## config.mk

```make
export PLATFORM = sky130hd
export DESIGN_NAME = result_framer
export DESIGN_NICKNAME = d
export VERILOG_FILES = /design/src/rtl/result_framer_pkg.sv /design/src/rtl/result_framer_fifo.sv /design/src/rtl/result_framer.sv
export SDC_FILE = /design/constraint.sdc
export NUM_CORES = 1
export LEC_CHECK = 0
export ABC_CLOCK_PERIOD_IN_PS = 10600
export CAP_MARGIN = 20
export CORE_ASPECT_RATIO = 1.4
export CORE_UTILIZATION = 38
export CTS_CLUSTER_SIZE = 28
export DETAILED_ROUTE_END_ITERATION = 10
export HOLD_SLACK_MARGIN = 0.06
export PLACE_DENSITY = 0.61
export SLEW_MARGIN = 40
export SYNTH_ARGS = -nofsm -noshare
export SYNTH_HDL_FRONTEND = slang
export SYNTH_SLANG_ARGS = --single-unit
```

## constraint.sdc

```tcl
create_clock -name fpga_clk_i -period 10.6 [get_ports fpga_clk_i]
set_input_delay 2.12 -clock fpga_clk_i [delete_from_list [all_inputs] [get_ports fpga_clk_i]]
set_output_delay 2.12 -clock fpga_clk_i [all_outputs]
set_load 0.03 [all_outputs]
```

## src/rtl/result_framer_pkg.sv

```systemverilog
// Shared definitions for the result framer: sync constants, FSM state
// encoding, the queued record layout and the two output word formatters.
package result_framer_pkg;

  localparam logic [3:0] HDR_SYNC = 4'hA;
  localparam logic [7:0] DAT_SYNC = 8'hC3;
  localparam int         REC_W    = 4 + 8 + 48 + 32;

  typedef enum logic [1:0] {
    ST_IDLE = 2'd0,
    ST_HDR  = 2'd1,
    ST_DAT  = 2'd2
  } state_e;

  typedef struct packed {
    logic [3:0]  tag;
    logic [7:0]  seq;
    logic [47:0] ts;
    logic [31:0] data;
  } rec_t;

  function automatic logic [63:0] hdr_word(input rec_t r);
    return {HDR_SYNC, r.tag, r.seq, r.ts};
  endfunction

  function automatic logic [63:0] dat_word(input rec_t r);
    return {DAT_SYNC, r.seq, 16'h0000, r.data};
  endfunction

endpackage

```

## src/rtl/result_framer_fifo.sv

```systemverilog
// rf_fifo: synchronous first-word-fall-through record queue.
// Ports: clk_i/rst_i (sync, active-high), push_i/din_i write side,
// pop_i/dout_o read side (dout_o valid whenever !empty_o), full_o, empty_o.
module rf_fifo #(
  parameter int DEPTH = 4,
  parameter int W     = 92
) (
  input  logic         clk_i,
  input  logic         rst_i,
  input  logic         push_i,
  input  logic         pop_i,
  input  logic [W-1:0] din_i,
  output logic [W-1:0] dout_o,
  output logic         full_o,
  output logic         empty_o
);

  localparam int AW = $clog2(DEPTH);

  logic [W-1:0] mem_q [DEPTH];
  logic [AW:0]  wr_ptr_q, rd_ptr_q;
  logic         do_push, do_pop;

  // A push into a full queue is legal when the head leaves in the same cycle.
  assign do_push = push_i && (!full_o || pop_i);
  assign do_pop  = pop_i && !empty_o;

  assign empty_o = (wr_ptr_q == rd_ptr_q);
  assign full_o  = (wr_ptr_q[AW] != rd_ptr_q[AW]) &&
                   (wr_ptr_q[AW-1:0] == rd_ptr_q[AW-1:0]);
  assign dout_o  = mem_q[rd_ptr_q[AW-1:0]];

  always_ff @(posedge clk_i) begin
    if (rst_i) begin
      wr_ptr_q <= '0;
      rd_ptr_q <= '0;
    end else begin
      if (do_push) wr_ptr_q <= wr_ptr_q + 1'b1;
      if (do_pop)  rd_ptr_q <= rd_ptr_q + 1'b1;
    end
  end

  always_ff @(posedge clk_i) begin
    if (do_push) mem_q[wr_ptr_q[AW-1:0]] <= din_i;
  end

endmodule

```

## src/rtl/result_framer.sv

```systemverilog
// result_framer: stamps captured samples with tag/sequence/timestamp, queues
// them and streams each record to the output FIFO as a header+data word pair.
// Ports: fpga_clk_i, reset_i (sync, active-high); capture side en_i,
// data_ready_i, data_i, tag_i, clock_i; output side fifo_full_i, fifo_wr_o,
// fifo_data_o; status overflow_cnt_o, seq_o, idle_o.
//
// state   | meaning
// ST_IDLE | nothing in the output register; waiting for a queued record
// ST_HDR  | header word on fifo_data_o, waiting for a write
// ST_DAT  | data word on fifo_data_o, waiting for a write
module result_framer
  import result_framer_pkg::*;
#(
  parameter int DEPTH = 4,
  parameter int TS_W  = 48
) (
  input  logic            fpga_clk_i,
  input  logic            reset_i,
  input  logic            en_i,
  input  logic            data_ready_i,
  input  logic [31:0]     data_i,
  input  logic [3:0]      tag_i,
  input  logic [TS_W-1:0] clock_i,
  input  logic            fifo_full_i,
  output logic            fifo_wr_o,
  output logic [63:0]     fifo_data_o,
  output logic [15:0]     overflow_cnt_o,
  output logic [7:0]      seq_o,
  output logic            idle_o
);

  state_e      state_q, state_d;
  rec_t        rec_q, rec_d;
  logic [63:0] data_q, data_d;
  logic [7:0]  seq_q;
  logic [15:0] ovf_q;
  rec_t        new_rec, head_rec;
  logic        capture, push, drop, pop, q_full, q_empty, wr;

  assign capture = en_i && data_ready_i;
  assign push    = capture && (!q_full || pop);
  assign drop    = capture && q_full && !pop;

  assign new_rec = '{tag: tag_i, seq: seq_q, ts: clock_i, data: data_i};

  rf_fifo #(.DEPTH(DEPTH), .W(REC_W)) u_fifo (
    .clk_i   (fpga_clk_i),
    .rst_i   (reset_i),
    .push_i  (push),
    .pop_i   (pop),
    .din_i   (new_rec),
    .dout_o  (head_rec),
    .full_o  (q_full),
    .empty_o (q_empty)
  );

  // Gated by reset so a word in flight is never written during reset.
  assign wr = (state_q == ST_HDR || state_q == ST_DAT) && !fifo_full_i && !reset_i;

  always_comb begin
    state_d = state_q;
    rec_d   = rec_q;
    data_d  = data_q;
    pop     = 1'b0;
    unique case (state_q)
      ST_IDLE: begin
        if (!q_empty) begin
          pop     = 1'b1;
          rec_d   = head_rec;
          data_d  = hdr_word(head_rec);
          state_d = ST_HDR;
        end
      end
      ST_HDR: begin
        if (wr) begin
          data_d  = dat_word(rec_q);
          state_d = ST_DAT;
        end
      end
      ST_DAT: begin
        if (wr) begin
          if (!q_empty) begin
            pop     = 1'b1;
            rec_d   = head_rec;
            data_d  = hdr_word(head_rec);
            state_d = ST_HDR;
          end else begin
            state_d = ST_IDLE;
          end
        end
      end
      default: state_d = ST_IDLE;
    endcase
  end

  always_ff @(posedge fpga_clk_i) begin
    if (reset_i) begin
      state_q <= ST_IDLE;
      rec_q   <= '0;
      data_q  <= '0;
      seq_q   <= '0;
      ovf_q   <= '0;
    end else begin
      state_q <= state_d;
      rec_q   <= rec_d;
      data_q  <= data_d;
      if (capture) seq_q <= seq_q + 8'd1;
      if (drop && ovf_q != 16'hFFFF) ovf_q <= ovf_q + 16'd1;
    end
  end

  assign fifo_wr_o      = wr;
  assign fifo_data_o    = data_q;
  assign overflow_cnt_o = ovf_q;
  assign seq_o          = seq_q;
  assign idle_o         = q_empty && (state_q == ST_IDLE);

endmodule
```

==> run_1/power_grid.png <==
The bar under the picture is 50 um long. Pins as bars on the die edge.
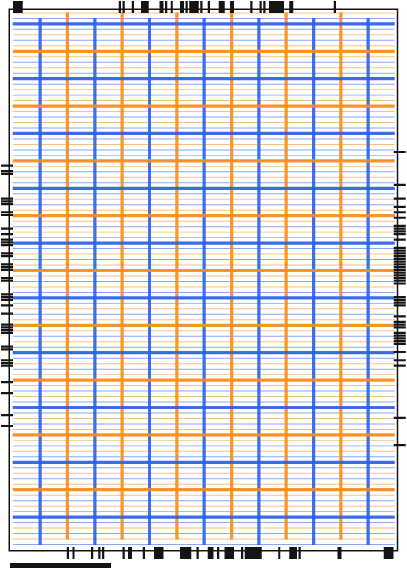
- orange: VDD
- blue: VSS
- signal pins: 179
- rows: 97
- met4 straps: 13
- met5 straps: 19
- met1 rails: 98
Horiz. Die Dim: 192.0 um
die height: 268.0 um
Worst VDD drop: 209.1 uV
Placeable Area: 0.05000 mm2

==> run_1/placement_by_type.png <==
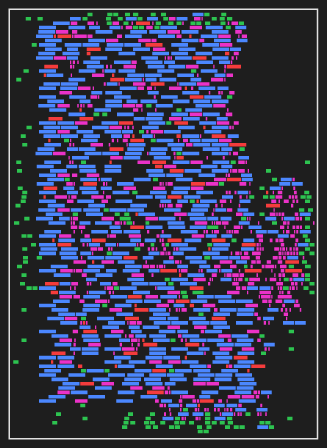
- magenta: combinational and other logic (cells 571; share of their area 23%)
- blue: flops (cells 505; share of their area 61%)
- red: clock drivers and dummy loads (cells 90; share of their area 7.1%)
- green: other buffers and delay cells (cells 192; share of their area 8.7%)
std cell rows: 97
sequential cell area share: 59.21%
final instance area: 0.02331 mm2
Util after Layout: 46.61%

==> flow_summary.ini, run 1 <==
; synthesis and place-and-route metrics
[status]
status = completed

[synth]
syn_nets = 1244
ys_top_cells_by_area = edfxtp_1 (58%), dfxtp_1 (14%), mux4_2 (11%)
synth-main-ff-cell = edfxtp_1
adder_share_pct = 0.7166
synth-area-yosys_mm2 = 0.01921
synthArstFlopShare_pct = 0
most_common_cell = edfxtp_1
synth.top_cell.area_share_pct = 57.54
yosysTopAreaCell = edfxtp_1
ys_sh_mux_pct = 13.21
syn_area_mm2 = 0.01921
synth_area_per_cell_um2 = 16.79
ys_sh_simple_pct = 6.384
ys_sh_xor_pct = 0.7687
synth_cell_types = 47
synth_cells = 1144
postSynthSeqShare_pct = 71.82
edf_count = 368
synthTopLogicFamily = multiplexers
yosysWarningCount = 0
common_cells = edfxtp_1 (368), dfxtp_1 (137), nand2_1 (118), mux4_2 (92), a21oi_1 (74)
ys_cells = 1144
aoi_share_pct = 5.173
ys_ff = 505

[sta]
final_hold_viol_count = 0
maxClockFrequency_mhz = 171.0
period_used_pct = 55.16
min_period_ns = 5.847
slew_headroom_pct = 45.02
rsz0062_at_grt = false
final.setup.tns_ns = 0
setup-violations-final = 0
hold_slack_ns = 0.4534
report.final.slew_viol_count = 0
worst_slew_pin_slew_ns = 0.8246

[place]
gp_congestion = 0.7479
place_area_mm2 = 0.02169
dp_hpwl_mm = 24.55
io_buffers = 177
placed_cells = 1911

[die]
pin_count = 179
tap_cells = 643
floorplan.core_util_pct = 38.41
chip_area_mm2 = 0.05146

[final_layout]
buffers_excl_clock = 192
final_cells = 2005
clkCellAreaFrac_pct = 6.893
syn_to_final_growth_pct = 21.36
seqCellArea_mm2 = 0.01380
nMultiInputCombCells = 561
drive_gt1_share_pct = 17.97
nets = 1418
inv_count = 10
num_antenna_cells = 4
dominant_cells = registers
nFillCells = 4313
nonClkBufAreaFrac_pct = 8.364
ff_count = 505
clkbuf_count = 64
combGateArea_mm2 = 0.005099
sh_comb_area_pct = 21.88

[power_and_ir_drop]
internal_power_w = 0.004144
p_sw_w = 0.002004
power.leakage_nw = 7.369
sw_frac_of_total_pct = 32.60
finalPower_w = 0.006149
power_frac_comb_pct = 31.4
p_per_area_mw_per_mm2 = 263.8
seqPwrFrac_pct = 40.2

[clock_tree]
cts_tree = built
cts_buffers = 48
clock-sinks = 505
h-tree-depth = 2
clockBufferDepth = 3
cts_hold_buf = 0
clockRootBuffer = clkbuf_16
clk_pin_slew_ns = 0.06
cts_setup_buffers = 0
cts_resized = 0

[worst_setup_path]
timing_worst_setup_path_type = input pin to output pin
critPathArrivalTime_ns = 3.73
cp-start-kind = input pin
cp_num_buf_inv = 3
crit_top_cell = clkdlybuf4s50_1
slowest_stage = clkdlybuf4s50_1
required_ns = 8.48
crit_chain = clkdlybuf4s50_1 -> or3b_1 -> inv_1 -> clkdlybuf4s50_1
setup.worst_path.end_class = output pin
crit_family = buffers and inverters
cp_max_fo = 3
slowest_delay_ns = 0.66

[global_routing]
antenna_found_initial = 5
grt_max_degree = 83
gr-total-overflow = 0
first_global_vias = 10987
track_usage_pct = 16.72
grt_pass1_wl_mm = 64.61

[worst_hold_path]
min_path_type = register to register

[route]
ant_nets = 0
routed_wl_mm = 42.40
wire_per_inst_um = 21.15
drt-initial-drc-count = 580
routed-via-count = 10324
routed_via_density = 5.149
drc = 0
drtPass1Iterations = 5

[job]
tool_warnings = 32
max_cap_viol_count = 0
==> run_1/clk_routes.png <==
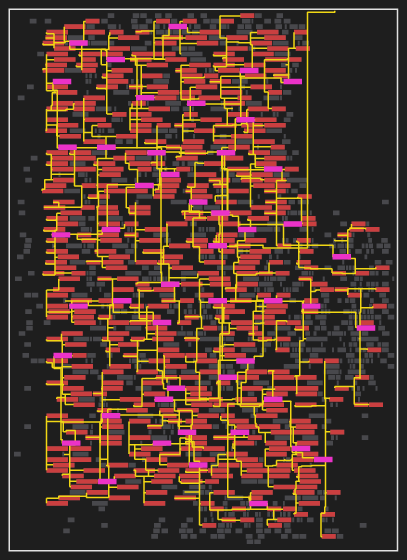
- red: flip-flops (count 505)
- yellow: clock wires (length 5720 um)
- magenta: clock drivers (count 48)
- routed clock nets: 49
Clock power frac: 28.3%
Clock Skew: 0.02151 ns
clk ins delay skew pair: 0.56 ns
Clk. pwr: 0.00174 W

## run 1: final timing paths
kind	from	to	slack, ns	cells after the start
min reg2reg	rec_q[0]	rec_q[0]	0.45	2
min	rec_q[0]	rec_q[0]	0.45	2
max reg2reg	state_q[0]	u_fifo.mem_q[2][57]	6.83	7
max	fifo_full_i	fifo_wr_o	4.75	4
## run 1: cells in the final DEF, fill, tap and decap left out, drive strengths merged, types with 12 or more instances in the layout
master	netlist	final
nand2	118	118
buf	28	16
dfxtp	137	137
inv	10	12
clkinv	0	17
a211oi	41	41
clkbuf	40	64
a21oi	74	74
nand3b	18	18
mux4	92	92
mux2i	43	43
edfxtp	368	368
nor2	69	69
clkdlybuf4s50	0	176
## run 1: worst min-delay path, delay by kind of cell (launching register included)
family,cells,cell delay [ns]
AOI/OAI and AO/OA,1,0.05
and+or+nand+nor,1,0.05
DFF,1,0.31
## run 1: power groups by stage
stage	registers, W	logic (W)	clock network (W)
floorplan	0.00263	0.00126	0
global placement	0.00256	0.00186	0
finish	0.00247	0.00193	0.00174
CTS	0.00248	0.00198	0.00179
detailed placement	0.00252	0.00197	0
global route	0.00250	0.00210	0.00185
## run 1: routing by layer
layer,vias to the layer above,GRT usage [%],wire [um]
li1,4737,-,-
met1,5297,20.44,17570
met2,225,29.25,21790
met3,63,3.017,1908
met4,2,6.384,1114
met5,-,0,17
## run 1: sequential cells by signal (all words and copies together), names as in the netlist, named ones only
register,flops
u_fifo.rd_ptr_q,3
fifo_data_o,63
u_fifo.mem_q,368
rec_q,40
overflow_cnt_o,16
seq_o,8
state_q,2
u_fifo.wr_ptr_q,3
## run 1: stage by stage
stage                     utilization [%]  setup WS [ns]
after floorplan                         -         0.7291
after global placement              43.19          4.753
after detailed placement            43.38          4.761
after CTS                           46.59          4.742
after global routing                46.61          4.713
final                               46.61          4.753
==> run_1/wires.png <==
The bar under the picture is 50 um long.
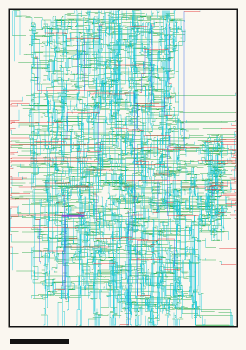

==> run 2, diff against run 1 <==
--- a/config.mk
+++ b/config.mk
@@ -5,7 +5,7 @@
 export SDC_FILE = /design/constraint.sdc
 export NUM_CORES = 1
 export LEC_CHECK = 0
-export ABC_CLOCK_PERIOD_IN_PS = 10600
+export ABC_CLOCK_PERIOD_IN_PS = 5890
 export CAP_MARGIN = 20
 export CORE_ASPECT_RATIO = 1.4
 export CORE_UTILIZATION = 38
==> constraint.sdc (replaced) <==
create_clock -name fpga_clk_i -period 5.89 [get_ports fpga_clk_i]
set_input_delay 1.178 -clock fpga_clk_i [delete_from_list [all_inputs] [get_ports fpga_clk_i]]
set_output_delay 1.178 -clock fpga_clk_i [all_outputs]
set_load 0.03 [all_outputs]
==> run_2/wires.png <==
The bar under the picture is 50 um long.
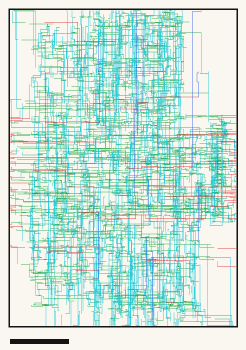
- red: metal 3 (wire length 1960 um)
- green: metal 1 (wire length 16900 um)
- cyan: metal 2 (wire length 21.8 mm)
- blue: metal 4 (wire length 956 um)
routed length per placed instance: 20.80 um
Total Wirelength: 41.67 mm

==> run_2/placement_by_type.png <==
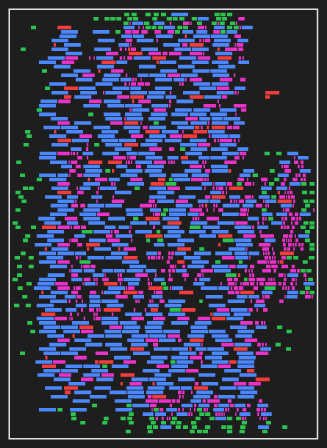
- red: clock drivers and dummy loads (cells 91; share of their area 7.1%)
- green: other buffers and delay cells (cells 192; share of their area 8.8%)
- magenta: combinational and other logic (cells 571; share of their area 23%)
- blue: flops (cells 505; share of their area 61%)

==> run 2 against run 1 <==
  * Via count decreased by 0.92%
  * Sequential power increased by 81%
  * Wire length decreased by 1.7%
  * Die size unchanged
  * Critical endpoint unchanged
==> flow_summary.ini, run 2 <==
; synthesis and place-and-route metrics
[worst_hold_path]
worstHoldStart = rec_q[0]
min_path_cells = 2
min_path_type = register to register
min_to = rec_q[0]

[synth]
synth-area-yosys_mm2 = 0.01921
postSynthSeqShare_pct = 71.82
synth-main-ff-cell = edfxtp_1
syn_nets = 1244
synth_cell_types = 47
most_common_cell = edfxtp_1
yosysWarningCount = 0
synth_cells = 1144
edf_count = 368
ys_cells = 1144
ys_ff = 505
yosysTopAreaCell = edfxtp_1
synth_area_per_cell_um2 = 16.79
ys_top_cells_by_area = edfxtp_1 (58%), dfxtp_1 (14%), mux4_2 (11%)
syn_area_mm2 = 0.01921
synthArstFlopShare_pct = 0

[worst_setup_path]
rr_startpoint = state_q[0]
cp_max_fo = 3
slowest_stage = clkdlybuf4s50_1
setup.worst_path.end_class = output pin
crit_family = buffers and inverters
timing_worst_setup_path_type = input pin to output pin
cp_num_buf_inv = 3
path_depth = 4
crit_start = fifo_full_i
slowest_delay_ns = 0.66
crit_chain = clkdlybuf4s50_1 -> or3b_1 -> inv_1 -> clkdlybuf4s50_1
reg2reg_slack_ns = 2.54
r2r_cells = 7
required_ns = 4.71
rr_endpoint = u_fifo.mem_q[1][58]

[die]
floorplan.core_util_pct = 38.41
core_mm2 = 0.05000
die_height_um = 268.0
die_x_um = 192.0
pin_count = 179
chip_area_mm2 = 0.05146

[power_and_ir_drop]
comb_power_w = 0.00345
p_clk_share_pct = 28.0
internal_power_w = 0.007391
power.leakage_nw = 7.372
p_per_area_mw_per_mm2 = 470.8
maxPowerGroup = registers
seqPwrFrac_pct = 40.6
pg_seq_w = 0.00446

[sta]
final_hold_viol_count = 0
report.final.slew_viol_count = 0
worst_slew_pin_slew_ns = 0.7809
period_used_pct = 66.83
maxClockFrequency_mhz = 254.1
final.setup.tns_ns = 0
slew_headroom_pct = 47.94

[global_routing]
busiest_layer = met2
grt_use_met3_pct = 2.886
first_global_vias = 10744
antenna_found_initial = 1
use_met1_pct = 20.07
met2_usage_pct = 29.52

[clock_tree]
clockBufferDepth = 3
clk_pin_slew_ns = 0.06
cts_tree = built
clkLatencyLatePin_ns = 0.56
h-tree-depth = 2
cts_buffers = 49

[route]
drt-initial-drc-count = 386
ant_nets = 0
drtPass1Iterations = 7

[final_layout]
lay_top_cells = edfxtp_1 (368), clkdlybuf4s50_1 (176), dfxtp_1 (135)
largest_register_ffs = 368
nets = 1419
drive_gt1_share_pct = 18.10
lay_top_count = edfxtp_1
syn_to_final_growth_pct = 21.43
fin_util_pct = 46.64

[place]
io_buffers = 177
gp_congestion = 0.7853

[job]
max_cap_viol_count = 0
tool_warnings = 32

[status]
status = completed
==> run_2/power_grid.png <==
The bar under the picture is 50 um long. Pins as bars on the die edge.
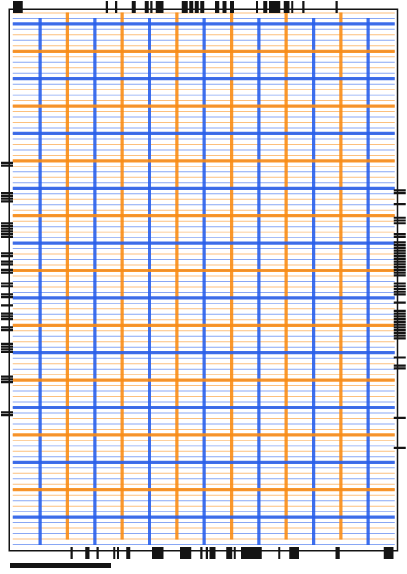
- blue: VSS
- orange: VDD
- signal pins: 179
- rows: 97

## run 2: cell counts after synthesis
No cell type changed its count.
## run 2: layout make-up
type | instances | area (um2)
Fill cell | 4347 | 26680
Sequential cell | 505 | 13800
Multi-Input combinational cell | 561 | 5099
Timing Repair Buffer | 192 | 1989
Clock buffer | 68 | 1410
Tap cell | 643 | 804.5
Clock inverter | 23 | 178.9
Inverter | 10 | 37.54
Antenna cell | 1 | 2.502
## run 2: routing by layer
layer | wire length, um | share of wire [%]
met1 | 16920 | 41
met4 | 955 | 2.3
met2 | 21840 | 52
met5 | 0 | 0
met3 | 1959 | 4.7
## run 2: cell families (layout without fill, tap and decap cells)
| group | after synthesis | after routing | share of synthesized area (%) |
|---|---|---|---|
| AND-OR/OR-AND | 132 | 132 | 5.173 |
| AND/OR/NAND/NOR | 263 | 263 | 6.384 |
| buffers and inverters | 78 | 293 | 1.915 |
| flip-flops | 505 | 505 | 71.82 |
| XOR/XNOR | 16 | 16 | 0.7687 |
| adder cells (fa/ha/maj) | 11 | 11 | 0.7166 |
| other | 1 | 2 | 0.01953 |
| multiplexers | 138 | 138 | 13.21 |
## run 2: per-stage QoR
stage | std cells | cell area (um2) | power (W) | setup slack [ns] | hold WS, ns
6_report | 2003 | 23320 | 0.01098 | 1.954 | 0.4538
3_3_place_gp | 1908 | 21660 | 0.007984 | 1.799 | 0.4416
5_1_grt | 2003 | 23320 | 0.01155 | 1.873 | 0.4736
2_1_floorplan | 1144 | 19210 | 0.006997 | 0.001792 | 0.4360
3_5_place_dp | 1910 | 21710 | 0.008058 | 1.792 | 0.4463
4_1_cts | 2001 | 23300 | 0.01117 | 1.949 | 0.4548
==> run 3, diff against run 2 <==
--- a/config.mk
+++ b/config.mk
@@ -5,14 +5,14 @@
 export SDC_FILE = /design/constraint.sdc
 export NUM_CORES = 1
 export LEC_CHECK = 0
-export ABC_CLOCK_PERIOD_IN_PS = 5890
+export ABC_CLOCK_PERIOD_IN_PS = 3300
 export CAP_MARGIN = 20
 export CORE_ASPECT_RATIO = 1.4
 export CORE_UTILIZATION = 38
 export CTS_CLUSTER_SIZE = 28
 export DETAILED_ROUTE_END_ITERATION = 10
 export HOLD_SLACK_MARGIN = 0.06
-export PLACE_DENSITY = 0.61
+export PLACE_DENSITY = 0.63
 export SLEW_MARGIN = 40
 export SYNTH_ARGS = -nofsm -noshare
 export SYNTH_HDL_FRONTEND = slang
==> constraint.sdc (replaced) <==
create_clock -name fpga_clk_i -period 3.3 [get_ports fpga_clk_i]
set_input_delay 0.66 -clock fpga_clk_i [delete_from_list [all_inputs] [get_ports fpga_clk_i]]
set_output_delay 0.66 -clock fpga_clk_i [all_outputs]
set_load 0.03 [all_outputs]
==> run_3/wires.png <==
The bar under the picture is 50 um long.
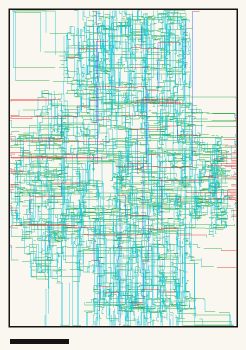
- cyan: metal 2 (wire length 21.6 mm)
- green: metal 1 (wire length 16900 um)
- red: metal 3 (wire length 1770 um)
- blue: metal 4 (wire length 976 um)

==> run_3/clk_routes.png <==
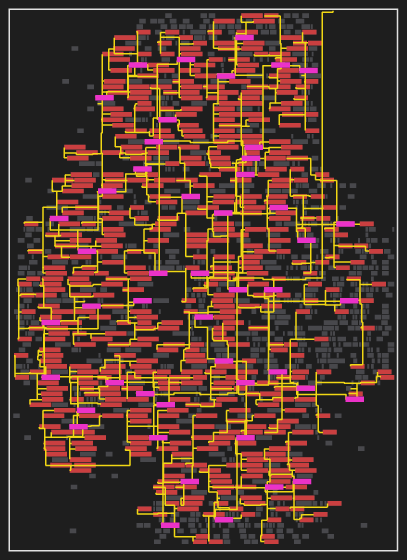
- yellow: clock wires (length 5750 um)
- red: flip-flops (count 505)
- magenta: clock drivers (count 48)
- routed clock nets: 49
Clock power frac: 27.9%
clk ins delay skew pair: 0.57 ns
Clk. pwr: 0.00556 W
Clock Skew: 0.01327 ns

==> run_3/congestion.png <==
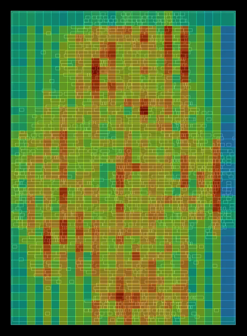
GRT Max-Usage Layer: met2
routed length per placed instance: 20.44 um
Util after Layout: 47.19%
M1 GR Usage: 19.69%
GRT Overall Usage: 16.14%

==> run 3 against run 2 <==
  * Sequential share of layout area shrank 0.68 points
  * Final cell count is 0.75% higher
  * First-iteration DRC count up 71%
  * Clock-buffer cell count is 3 lower
  * Critical path type is now register to output pin
  * Largest cell class unchanged
  * Largest power group unchanged
==> flow_summary.ini, run 3 <==
; synthesis and place-and-route metrics
[place]
post-place-ws_ns = 0.3681
dp_hpwl_mm = 25.61
io_buffers = 177
gp_congestion = 0.7649

[synth]
adder_share_pct = 0.7166
syn_area_mm2 = 0.01921
synth-area-yosys_mm2 = 0.01921
synth-main-ff-cell = edfxtp_1
ys_top_cells_by_area = edfxtp_1 (58%), dfxtp_1 (14%), mux4_2 (11%)
synthTopLogicFamily = multiplexers
ys_ff = 505
most_common_cell = edfxtp_1
synth_area_per_cell_um2 = 16.79
edf_count = 368
yosysWarningCount = 0
synth_cell_types = 47
synth_cells = 1144
synth.top_cell.area_share_pct = 57.54
postSynthSeqShare_pct = 71.82
aoi_share_pct = 5.173
common_cells = edfxtp_1 (368), dfxtp_1 (137), nand2_1 (118), mux4_2 (92), a21oi_1 (74)
synthArstFlopShare_pct = 0
ys_sh_xor_pct = 0.7687
ys_cells = 1144
ys_sh_simple_pct = 6.384
yosysTopAreaCell = edfxtp_1
syn_nets = 1244
ys_sh_mux_pct = 13.21

[route]
routed_wl_mm = 41.24
routed_via_density = 5.074
routed-via-count = 10239
drt-initial-drc-count = 660
ant_nets = 0
drtPass1Iterations = 6
drc = 0

[power_and_ir_drop]
pg_seq_w = 0.00792
power_frac_comb_pct = 32.3
sw_frac_of_total_pct = 32.15
ir_drop_uv = 595.7
seqPwrFrac_pct = 39.8
internal_power_w = 0.01352
maxPowerGroup = registers
comb_power_w = 0.00644
p_sw_w = 0.006405
power.leakage_nw = 7.504
p_per_area_mw_per_mm2 = 844.4

[worst_setup_path]
cp-start-kind = register
cp_max_fo = 5
rr_startpoint = state_q[1]
reg2reg_slack_ns = 0.84
setup.worst_path.end_class = output pin
timing_worst_setup_path_type = register to output pin
critPathArrivalTime_ns = 2.51
rr_endpoint = u_fifo.mem_q[0][49]
r2r_cells = 8
required_ns = 2.64

[worst_hold_path]
worstHoldStart = reset_i
min_to = overflow_cnt_o[1]
min_path_cells = 2
min_path_type = input pin to register

[job]
max_cap_viol_count = 0
tool_warnings = 33

[die]
chip_area_mm2 = 0.05146
core_mm2 = 0.05000
pin_count = 179
die_x_um = 192.0
rows = 97
die_height_um = 268.0
floorplan.core_util_pct = 38.41

[clock_tree]
clk_pin_slew_ns = 0.06
clockRootBuffer = clkbuf_16
cts_tree = built
clockBufferDepth = 3
h-tree-depth = 2
cts_buffers = 48
cts_setup_buffers = 0
clock-sinks = 505

[sta]
slew_headroom_pct = 43.45
maxClockFrequency_mhz = 315.4
final.setup.tns_ns = 0
report.final.slew_viol_count = 0
final_hold_viol_count = 0
worst_slew_pin_slew_ns = 0.8483
layout_setup_ws_ns = 0.1291
rsz0062_at_grt = false
setup-violations-final = 0
period_used_pct = 96.09
min_period_ns = 3.171

[global_routing]
grt_max_degree = 62
gr-total-overflow = 0
first_global_vias = 10632
grt_pass1_wl_mm = 62.07
antenna_found_initial = 2

[final_layout]
largest_register_ffs = 368
lay_top_cells = edfxtp_1 (368), clkdlybuf4s50_1 (175), dfxtp_1 (134)
lay_top_count = edfxtp_1
nets = 1434
syn_to_final_growth_pct = 22.85
drive_gt1_share_pct = 19.02

[status]
status = completed
## run 3: stage by stage
step | hold slack, ns | std cells | instance area [um2] | total power, W
6_report | 0.4388 | 2018 | 23590 | 0.01992
3_3_place_gp | 0.4414 | 1927 | 21980 | 0.01454
4_1_cts | 0.4118 | 2015 | 23580 | 0.02021
2_1_floorplan | 0.4360 | 1144 | 19230 | 0.01249
3_5_place_dp | 0.4461 | 1927 | 21980 | 0.01462
5_1_grt | 0.4358 | 2016 | 23590 | 0.02090
## run 3: cell families (layout without fill, tap and decap cells)
kind of cell	count (synthesis)	after routing
fa+ha+maj	11	11
xor+xnor	16	16
mux	138	138
buf+inv	78	306
simple gates	263	263
other cells	1	4
compound gates	132	132
flops	505	505
## run 3: worst max path at each step
stage	from	to	cells past startpoint	slack, ns
global route	state_q[1]	fifo_wr_o	5	0.004
finish	state_q[1]	fifo_wr_o	5	0.13
detailed placement	fifo_full_i	fifo_wr_o	4	0.37
global placement	fifo_full_i	fifo_wr_o	4	0.37
floorplan	fifo_full_i	u_fifo.mem_q[3][0]	3	-0.65
CTS	u_fifo.wr_ptr_q[1]	idle_o	4	0.05
## run 3: per-layer routing
layer,GRT usage [%],share of wire [%]
met5,0,0
met4,5.320,2.4
met3,2.899,4.3
met2,28.70,52
met1,19.69,41
## run 3: cell type report
class,count,area (um2)
repair buffers,208,2246
diodes,3,7.507
flip-flops and latches,505,13800
fillers,4282,26410
clock buffers,65,1379
inverters,10,37.54
well taps,643,804.5
clock inverters,23,225.2
multi-input cells,561,5092
## run 3: what timing repair did
action,in CTS,in global routing
hold buffers,0,0
resized,0,1
endpoints found under the setup margin,0,1
## run 3: worst max-delay path: stages, from the launching register on
cell and delay, ns:
dfxtp_1 0.40, inv_1 0.11, ha_1 0.29, or3b_1 0.40
inv_1 0.09, clkdlybuf4s50_1 0.66
Power is estimated from default activity; no workload was simulated.
